[config.mk]
export PLATFORM = sky130hd
export DESIGN_NAME = ram_arbiter
export DESIGN_NICKNAME = d
export VERILOG_FILES = /design/src/rtl/ram_arbiter_pkg.sv /design/src/rtl/ram_arbiter_select.sv /design/src/rtl/ram_arbiter.sv
export SDC_FILE = /design/constraint.sdc
export NUM_CORES = 1
export LEC_CHECK = 0
export CORE_MARGIN = 5
export CORE_UTILIZATION = 44
export CTS_BUF_LIST = sky130_fd_sc_hd__clkbuf_4
export CTS_CLUSTER_DIAMETER = 150
export CTS_CLUSTER_SIZE = 10
export DETAILED_ROUTE_END_ITERATION = 6
export MAX_ROUTING_LAYER = met4
export PLACE_DENSITY = 0.83
export SKIP_CTS_REPAIR_TIMING = 1
export SYNTH_ARGS = -nofsm -noshare
export SYNTH_HDL_FRONTEND = slang
export SYNTH_SLANG_ARGS = --single-unit
export TNS_END_PERCENT = 5
[constraint.sdc]
create_clock -name Clock -period 2.7 [get_ports Clock]
set_input_delay 0.54 -clock Clock [delete_from_list [all_inputs] [get_ports Clock]]
set_output_delay 0.54 -clock Clock [all_outputs]
set_load 0.05 [all_outputs]
[src/rtl/ram_arbiter_pkg.sv]
// Shared types and constants for the ram_arbiter block.
package ram_arbiter_pkg;

  typedef enum logic [1:0] {
    IDLE   = 2'd0,
    ACCESS = 2'd1,
    ACK    = 2'd2
  } state_t;

  localparam logic PORT_F = 1'b0;
  localparam logic PORT_M = 1'b1;

  localparam logic RAM_READ  = 1'b1;
  localparam logic RAM_WRITE = 1'b0;

endpackage

[src/rtl/ram_arbiter_select.sv]
// Combinational winner selection between the fetch and load/store ports.
// Round-robin arbitration is enabled by defining RAM_ARBITER_ROUND_ROBIN_EN.
module ram_arbiter_select
  import ram_arbiter_pkg::*;
(
  input  logic f_req,
  input  logic m_req,
  input  logic rr_ptr,
  output logic grant,
  output logic winner
);

  assign grant = f_req | m_req;

`ifdef RAM_ARBITER_ROUND_ROBIN_EN
  // rr_ptr names the port preferred when both request.
  always_comb begin
    winner = PORT_F;
    if (f_req && m_req) begin
      winner = rr_ptr;
    end else if (m_req) begin
      winner = PORT_M;
    end
  end
`else
  logic unused_ptr;
  assign unused_ptr = rr_ptr;
  assign winner     = m_req ? PORT_M : PORT_F;
`endif

endmodule

[src/rtl/ram_arbiter.sv]
// Shares the single-port RAM between fetch (F) and load/store (M) ports,
// one access per IDLE -> ACCESS -> ACK sequence.
module ram_arbiter
  import ram_arbiter_pkg::*;
#(
  parameter int unsigned ADDR_WIDTH = 16,
  parameter int unsigned DATA_WIDTH = 32
) (
  input  logic                  Clock,
  input  logic                  Reset,
  input  logic                  FReq,
  input  logic [ADDR_WIDTH-1:0] FAddr,
  output logic                  FAck,
  output logic [DATA_WIDTH-1:0] FRData,
  input  logic                  MReq,
  input  logic                  MWrite,
  input  logic [ADDR_WIDTH-1:0] MAddr,
  input  logic [DATA_WIDTH-1:0] MWData,
  output logic                  MAck,
  output logic [DATA_WIDTH-1:0] MRData,
  output logic                  RamEnable,
  output logic                  RamReadWrite,
  output logic [ADDR_WIDTH-1:0] RamAddress,
  output logic [DATA_WIDTH-1:0] RamDataIn,
  input  logic [DATA_WIDTH-1:0] RamDataOut,
  output logic                  Busy
);

  state_t                state_q, state_d;
  logic                  win_q, win_d;
  logic                  rr_q, rr_d;
  logic                  ram_en_q, ram_en_d;
  logic                  ram_rw_q, ram_rw_d;
  logic [ADDR_WIDTH-1:0] ram_addr_q, ram_addr_d;
  logic [DATA_WIDTH-1:0] ram_din_q, ram_din_d;
  logic                  f_ack_q, f_ack_d;
  logic                  m_ack_q, m_ack_d;
  logic [DATA_WIDTH-1:0] f_rdata_q, f_rdata_d;
  logic [DATA_WIDTH-1:0] m_rdata_q, m_rdata_d;

  logic grant;
  logic winner;

  ram_arbiter_select u_select (
    .f_req  (FReq),
    .m_req  (MReq),
    .rr_ptr (rr_q),
    .grant  (grant),
    .winner (winner)
  );

  always_comb begin
    state_d    = state_q;
    win_d      = win_q;
    rr_d       = rr_q;
    ram_en_d   = 1'b0;
    ram_rw_d   = ram_rw_q;
    ram_addr_d = ram_addr_q;
    ram_din_d  = ram_din_q;
    f_ack_d    = 1'b0;
    m_ack_d    = 1'b0;
    f_rdata_d  = f_rdata_q;
    m_rdata_d  = m_rdata_q;

    case (state_q)
      IDLE: begin
        if (grant) begin
          state_d  = ACCESS;
          win_d    = winner;
          rr_d     = ~winner;
          ram_en_d = 1'b1;
          if (winner == PORT_M) begin
            ram_addr_d = MAddr;
            ram_din_d  = MWData;
            ram_rw_d   = MWrite ? RAM_WRITE : RAM_READ;
          end else begin
            ram_addr_d = FAddr;
            ram_rw_d   = RAM_READ;
          end
        end
      end
      ACCESS: begin
        state_d = ACK;
        if (win_q == PORT_M) begin
          m_ack_d = 1'b1;
          if (ram_rw_q == RAM_READ) begin
            m_rdata_d = RamDataOut;
          end
        end else begin
          f_ack_d   = 1'b1;
          f_rdata_d = RamDataOut;
        end
      end
      ACK: begin
        // Requests are deliberately ignored here so a late-dropped Req is harmless.
        state_d = IDLE;
      end
      default: begin
        state_d = IDLE;
      end
    endcase
  end

  always_ff @(posedge Clock) begin
    if (Reset) begin
      state_q    <= IDLE;
      win_q      <= PORT_F;
      rr_q       <= PORT_F;
      ram_en_q   <= 1'b0;
      ram_rw_q   <= RAM_READ;
      ram_addr_q <= '0;
      ram_din_q  <= '0;
      f_ack_q    <= 1'b0;
      m_ack_q    <= 1'b0;
      f_rdata_q  <= '0;
      m_rdata_q  <= '0;
    end else begin
      state_q    <= state_d;
      win_q      <= win_d;
      rr_q       <= rr_d;
      ram_en_q   <= ram_en_d;
      ram_rw_q   <= ram_rw_d;
      ram_addr_q <= ram_addr_d;
      ram_din_q  <= ram_din_d;
      f_ack_q    <= f_ack_d;
      m_ack_q    <= m_ack_d;
      f_rdata_q  <= f_rdata_d;
      m_rdata_q  <= m_rdata_d;
    end
  end

  assign RamEnable    = ram_en_q;
  assign RamReadWrite = ram_rw_q;
  assign RamAddress   = ram_addr_q;
  assign RamDataIn    = ram_din_q;
  assign FAck         = f_ack_q;
  assign MAck         = m_ack_q;
  assign FRData       = f_rdata_q;
  assign MRData       = m_rdata_q;
  assign Busy         = (state_q != IDLE);

endmodule

==> flow_metrics.py, run 1 <==
# Metrics from the implementation run
metrics = {
    "worst_setup_path": {
        "critical_path_arrival_ps": 1760,
        "timing.reg2reg.worst_path_depth": 4,
        "standard_cell_with_the_maximum_stage_delay_on_the_critical_path": "sky130_fd_sc_hd__clkdlybuf4s50_1",
        "critical-path-max-stage-delay_ps": 850,
        "crit_path_max_fanout": 4,
        "crit_path_kind": "reg2out",
        "crit_path_end_kind": "output port",
        "crit_family": "buffers and inverters",
        "reg2reg_from": "state_q[0]$_SDFFE_PP0P_",
        "ff2ff_setup_slack_ps": 950,
        "chain_of_cells_forming_the_critical_path": "clkdlybuf4s50_1",
    },
    "clock_tree": {
        "ctsHtreeMaxLevel": 4,
        "clkTransAtPathRegs_ps": 100,
        "ctsLongestPathBuffers": 2,
        "ctsRootBufferMaster": "sky130_fd_sc_hd__clkbuf_4",
        "cts_sinks": 119,
    },
    "global_route": {
        "globalRouteMet3Util": 0.0622,
        "grt_use_met1": 0.239,
        "first_global_vias": 4279,
        "grt_pass1_wl_um": 20300,
        "antenna_found_initial": 1,
    },
    "route": {
        "route.detailed.vias_per_inst": 4.93,
        "drt_first_iter_violations": 256,
        "postRouteAntennaNets": 0,
        "m1WireLength_um": 5100,
        "drc_errors_left": 0,
    },
    "final_layout": {
        "comb_area_um2": 1750,
        "n_all_buffers": 228,
        "clkbuf_count": 17,
        "flop-count": 119,
        "post_layout_inst_area_um2": 6900,
        "multi_input_comb_cells": 324,
        "sh_comb_area": 0.254,
        "final_layout_size_suffix_gt1_frac": 0.0653,
        "area_overhead_of_the_layout_relative_to_synthesis_pct": 59.8,
        "clock_area_frac": 0.0453,
        "inverters": 1,
        "biggestCellCategory": "sequential cells",
        "register_area_um2": 2380,
        "insertedDiodeCount": 1,
    },
    "floorplanning": {
        "tapCellCount": 133,
        "die_w_um": 109,
        "overall_die_height_um": 109,
    },
    "min_path": {
        "worst_hold_end": "FRData[8]$_SDFFE_PP0P_",
    },
    "logic_synthesis": {
        "ys_warn_count": 0,
        "synthesis.area_per_instance_um2": 8.98,
        "post_synth_main_area_contributors": "sky130_fd_sc_hd__dfxtp_1 55%, sky130_fd_sc_hd__nand2_1 11%, sky130_fd_sc_hd__mux2i_1 11%",
        "synth_chip_area_um2": 4320,
        "synthCells": 481,
        "netlist-cell-type-count": 23,
        "yosys_cells": 481,
        "async_reset_ff_frac": 0,
        "synth.cells.most_frequent": "130 x sky130_fd_sc_hd__nand2_1, 119 x sky130_fd_sc_hd__dfxtp_1, 81 x sky130_fd_sc_hd__a21oi_1",
        "yosys.cell_count.top_type": "sky130_fd_sc_hd__nand2_1",
        "synth-edff-count": 0,
        "yosys.stat.seqShare": 0.552,
        "numSynthFlops": 119,
        "postSynth.topFlopCell": "sky130_fd_sc_hd__dfxtp_1",
    },
    "placement": {
        "dp_hpwl_um": 9940,
        "dpl_cell_area_um2": 6580,
        "routabilityCongestion": 0.807,
        "numPlacedInstances": 805,
    },
    "power_and_ir_drop": {
        "report.power.total_uw": 4380,
        "combinationalPowerShare": 0.244,
        "powerComb_uw": 1070,
        "power.sequential.fraction": 0.440,
        "switching_fraction_of_total_power": 0.314,
        "p_leak_uw": 0.00255,
        "netSwitchingPower_uw": 1370,
        "pint_uw": 3000,
        "p_clk_uw": 1380,
    },
    "sta": {
        "hold_viol_final": 0,
        "rsz0062_at_grt": "false",
        "fin_worst_hold_slack_ps": 460,
        "max_freq_mhz": 434,
        "worst_pin_slew_ps": 611,
        "fin_ws_ps": 398,
        "slew_headroom": 0.592,
        "drv_slew": 0,
        "final.min_clock_period_ps": 2300,
    },
    "job": {
        "warning_count": 26,
    },
    "outcome": {
        "run_status": "finished, final reports clean",
    },
}
run 1: how the worst max path moves through the flow:
stage | to | slack (ps) | cells past startpoint
after floorplan | RamDataIn[0]$_SDFFE_PP0P_ | 1160 | 6
after global placement | Busy | 630 | 3
after detailed placement | Busy | 600 | 3
after CTS | Busy | 9 | 3
after global routing | RamReadWrite | 300 | 1
final | RamReadWrite | 400 | 1
run 1: logic make-up (layout without fill, tap and decap cells):
family                 count (synthesis)  in the layout  synth area share
AND-OR/OR-AND                        100            100             0.126
buffers and inverters                 38            261            0.0449
flip-flops                           119            119             0.552
multiplexers                          48             48             0.111
other                                  0              1                 0
AND/OR/NAND/NOR                      176            176             0.166
run 1: sequential cells by signal (all words and copies together), names as in the netlist, 2 cells and up:
signal / count
FRData: 32
MRData: 32
RamAddress: 16
state_q: 2
RamDataIn: 32
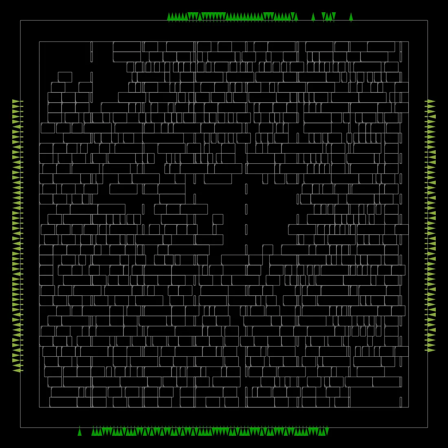
(run_1/final_placement.png)
fraction of area in registers: 0.345
utilization after layout: 0.713
number of cells in the finished layout apart from fillers: 838
final-layout fill cell count: 774
row cnt: 36

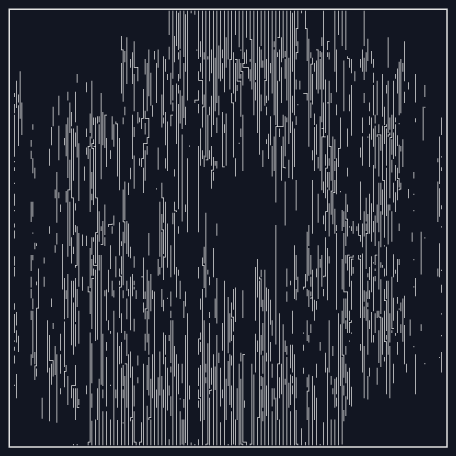
(run_1/met2.png)
Scale: 4 px per um.
nets with wire on the layer: 683
wire length on this layer: 6,870 um
main direction: vertical
longest straight run: 43.7 um
share of all routed wire: 52%
aggregate routed wire length: 13,200 um
met2 Usage GRT: 0.391

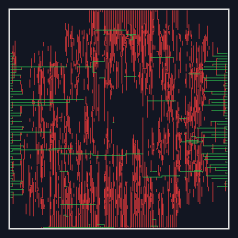
(run_1/metal_stack.png)
Scale: 2 px per um. Two of the layers only.
[green] met3 | wire length: 890 um
[red] met2 | wire length: 6,870 um
GRT Util Overall: 0.227
mean routed wirelength per cell: 15.7 um
via count: 4,133

==> run_1/pins.png <==
Scale: 4 px per um. Pins as bars across the die edge, other pins in gray.
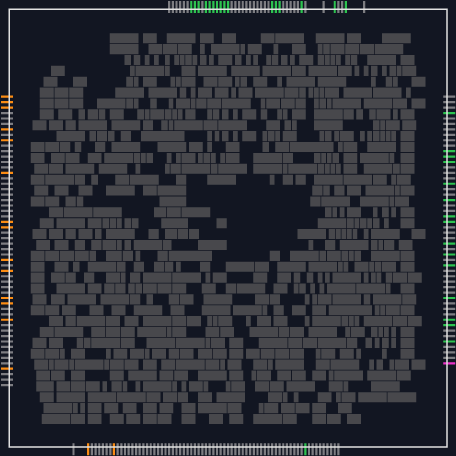

## Run 2: what changed since run 1
Settings changed: CELL_PAD_IN_SITES_DETAIL_PLACEMENT from default to 2, CELL_PAD_IN_SITES_GLOBAL_PLACEMENT from default to 2, CORE_UTILIZATION 44 to 24, PLACE_DENSITY 0.83 to 0.82.
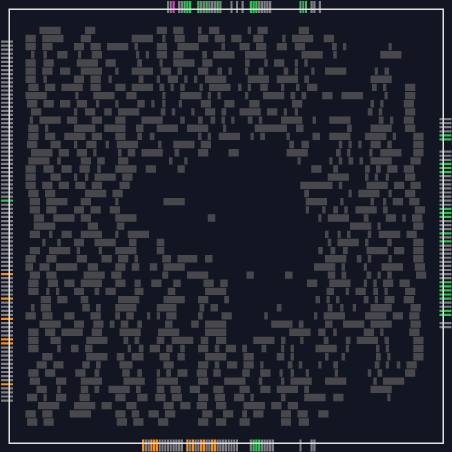
(run_2/pins.png)
Scale: 3 px per um. Pins as bars across the die edge, other pins in gray.
[magenta] FAck | pins: 1 | direction: output | edge: top
[orange] FAddr | pins: 16 | direction: input | edge: 10 bottom, 6 left
[green] RamDataOut | pins: 32 | direction: input | edge: 17 right, 11 top, 3 bottom, 1 left
all pins by edge: 89 left, 49 right, 46 bottom, 34 top
overall die height: 144 um
Die Span X: 144 um
number of port buffers: 217

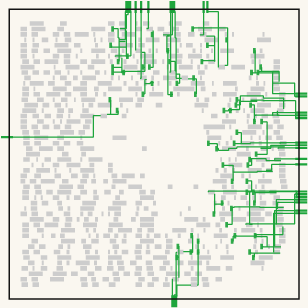
(run_2/port_nets.png)
Scale: 2 px per um.
[green] RamDataOut | bits: 32 | direction: input | end cells: 64 | buffers: 32 | wire: 1,490 um
number of placed I/O pins: 218

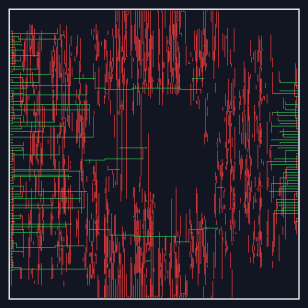
(run_2/metal_stack.png)
Scale: 2 px per um. Two of the layers only.
[red] met2 | wire length: 8,860 um
[green] met3 | wire length: 1,530 um
aggregate routed wire length: 17,300 um
GRT Util Overall: 0.171
via count: 4,266

==> flow_metrics.py, run 2 <==
# Metrics from the implementation run
metrics = {
    "outcome": {
        "run_status": "finished, final reports clean",
    },
    "placement": {
        "numPlacedInstances": 901,
        "dpl_cell_area_um2": 6700,
        "dp_hpwl_um": 12900,
    },
    "logic_synthesis": {
        "ys_warn_count": 0,
        "postSynth.topFlopCell": "sky130_fd_sc_hd__dfxtp_1",
        "netlist-cell-type-count": 23,
        "synth_chip_area_um2": 4320,
        "synth-edff-count": 0,
        "synth.cells.most_frequent": "130 x sky130_fd_sc_hd__nand2_1, 119 x sky130_fd_sc_hd__dfxtp_1, 81 x sky130_fd_sc_hd__a21oi_1",
        "yosys.cell_count.top_type": "sky130_fd_sc_hd__nand2_1",
        "synthesis.area_per_instance_um2": 8.98,
        "synth_xor_xnor_area_share": 0,
        "yosys_cells": 481,
        "synthCells": 481,
        "logic_family": "simple AND/OR/NAND/NOR gates",
        "async_reset_ff_frac": 0,
        "ys_sh_aoi": 0.126,
        "yosys.area_share.simple": 0.166,
        "yosys.stat.seqShare": 0.552,
        "numSynthFlops": 119,
        "synth.mux.area_fraction": 0.111,
    },
    "worst_setup_path": {
        "ff2ff_setup_slack_ps": 910,
        "critPathCapture": "RamReadWrite",
        "setup.worst_path.start": "RamReadWrite$_SDFFE_PP1P_",
        "crit_path_max_fanout": 4,
        "critical-path-max-stage-delay_ps": 850,
        "standard_cell_with_the_maximum_stage_delay_on_the_critical_path": "sky130_fd_sc_hd__clkdlybuf4s50_1",
        "timing.reg2reg.worst_path_depth": 4,
        "chain_of_cells_forming_the_critical_path": "clkdlybuf4s50_1",
        "critical_path_arrival_ps": 1770,
        "timing.critical_path.depth": 1,
        "crit_family": "buffers and inverters",
        "reg2reg_from": "state_q[0]$_SDFFE_PP0P_",
    },
    "final_layout": {
        "post_layout_inst_area_um2": 6960,
        "area_overhead_of_the_layout_relative_to_synthesis_pct": 61.1,
        "fillCellCount": 1943,
        "layout.core_utilization": 0.390,
        "num-nets-final": 792,
        "post_layout_nonfiller_instances": 932,
        "final_layout_size_suffix_gt1_frac": 0.0626,
        "insertedDiodeCount": 0,
    },
    "global_route": {
        "grt_pass1_wl_um": 26500,
        "first_global_vias": 4915,
        "globalRouteMet3Util": 0.0691,
        "globalRouteOverflowTotal": 0,
        "grt_use_met1": 0.175,
        "met2_usage_grt": 0.300,
        "antenna_found_initial": 0,
    },
    "power_and_ir_drop": {
        "switching_fraction_of_total_power": 0.335,
        "power.sequential.fraction": 0.456,
        "p_leak_uw": 0.00254,
        "pint_uw": 2820,
        "combinationalPowerShare": 0.259,
        "report.power.total_uw": 4240,
    },
    "sta": {
        "final.min_clock_period_ps": 2310,
        "fin_ws_ps": 388,
        "fin_worst_hold_slack_ps": 390,
        "drv_slew": 0,
        "max_freq_mhz": 432,
        "rsz0062_at_grt": "false",
        "hold_viol_final": 0,
        "worst_pin_slew_ps": 595,
        "slew_headroom": 0.603,
    },
    "clock_tree": {
        "ctsRootBufferMaster": "sky130_fd_sc_hd__clkbuf_4",
        "ctsHtreeMaxLevel": 4,
        "ctsLongestPathBuffers": 2,
        "cts_sinks": 119,
        "clkTransAtPathRegs_ps": 110,
    },
    "route": {
        "route.detailed.vias_per_inst": 4.58,
        "drc_errors_left": 0,
        "postRouteAntennaNets": 0,
        "drt_first_iter_violations": 103,
    },
    "min_path": {
        "holdCritStartpoint": "Reset",
        "worst_hold_end": "RamDataIn[18]$_SDFFE_PP0P_",
    },
    "job": {
        "warning_count": 26,
        "drv_cap": 0,
    },
    "floorplanning": {
        "placementRows": 49,
    },
}
[run 2: cell counts after synthesis]
Identical to the previous run, type by type.
[run 2: power groups by stage]
stage          Clock [uW]  Sequential (uW)  Combinational [uW]
2_1_floorplan           0             2320                 282
3_3_place_gp            0             1960                1080
3_5_place_dp            0             1970                1110
4_1_cts              1270             1940                1120
5_1_grt              1360             1950                1160
6_report             1210             1930                1100
[run 2: cell type report]
class	count	area, um^2	area share
Clock inverter	13	114	0.0164
Clock buffer	18	135	0.0194
Tap cell	229	287	0.0412
Sequential cell	119	2380	0.343
Multi-Input combinational cell	324	1750	0.252
Timing Repair Buffer	228	2280	0.328
Inverter	1	3.75	0.000540
Power is estimated from default activity; no workload was simulated.
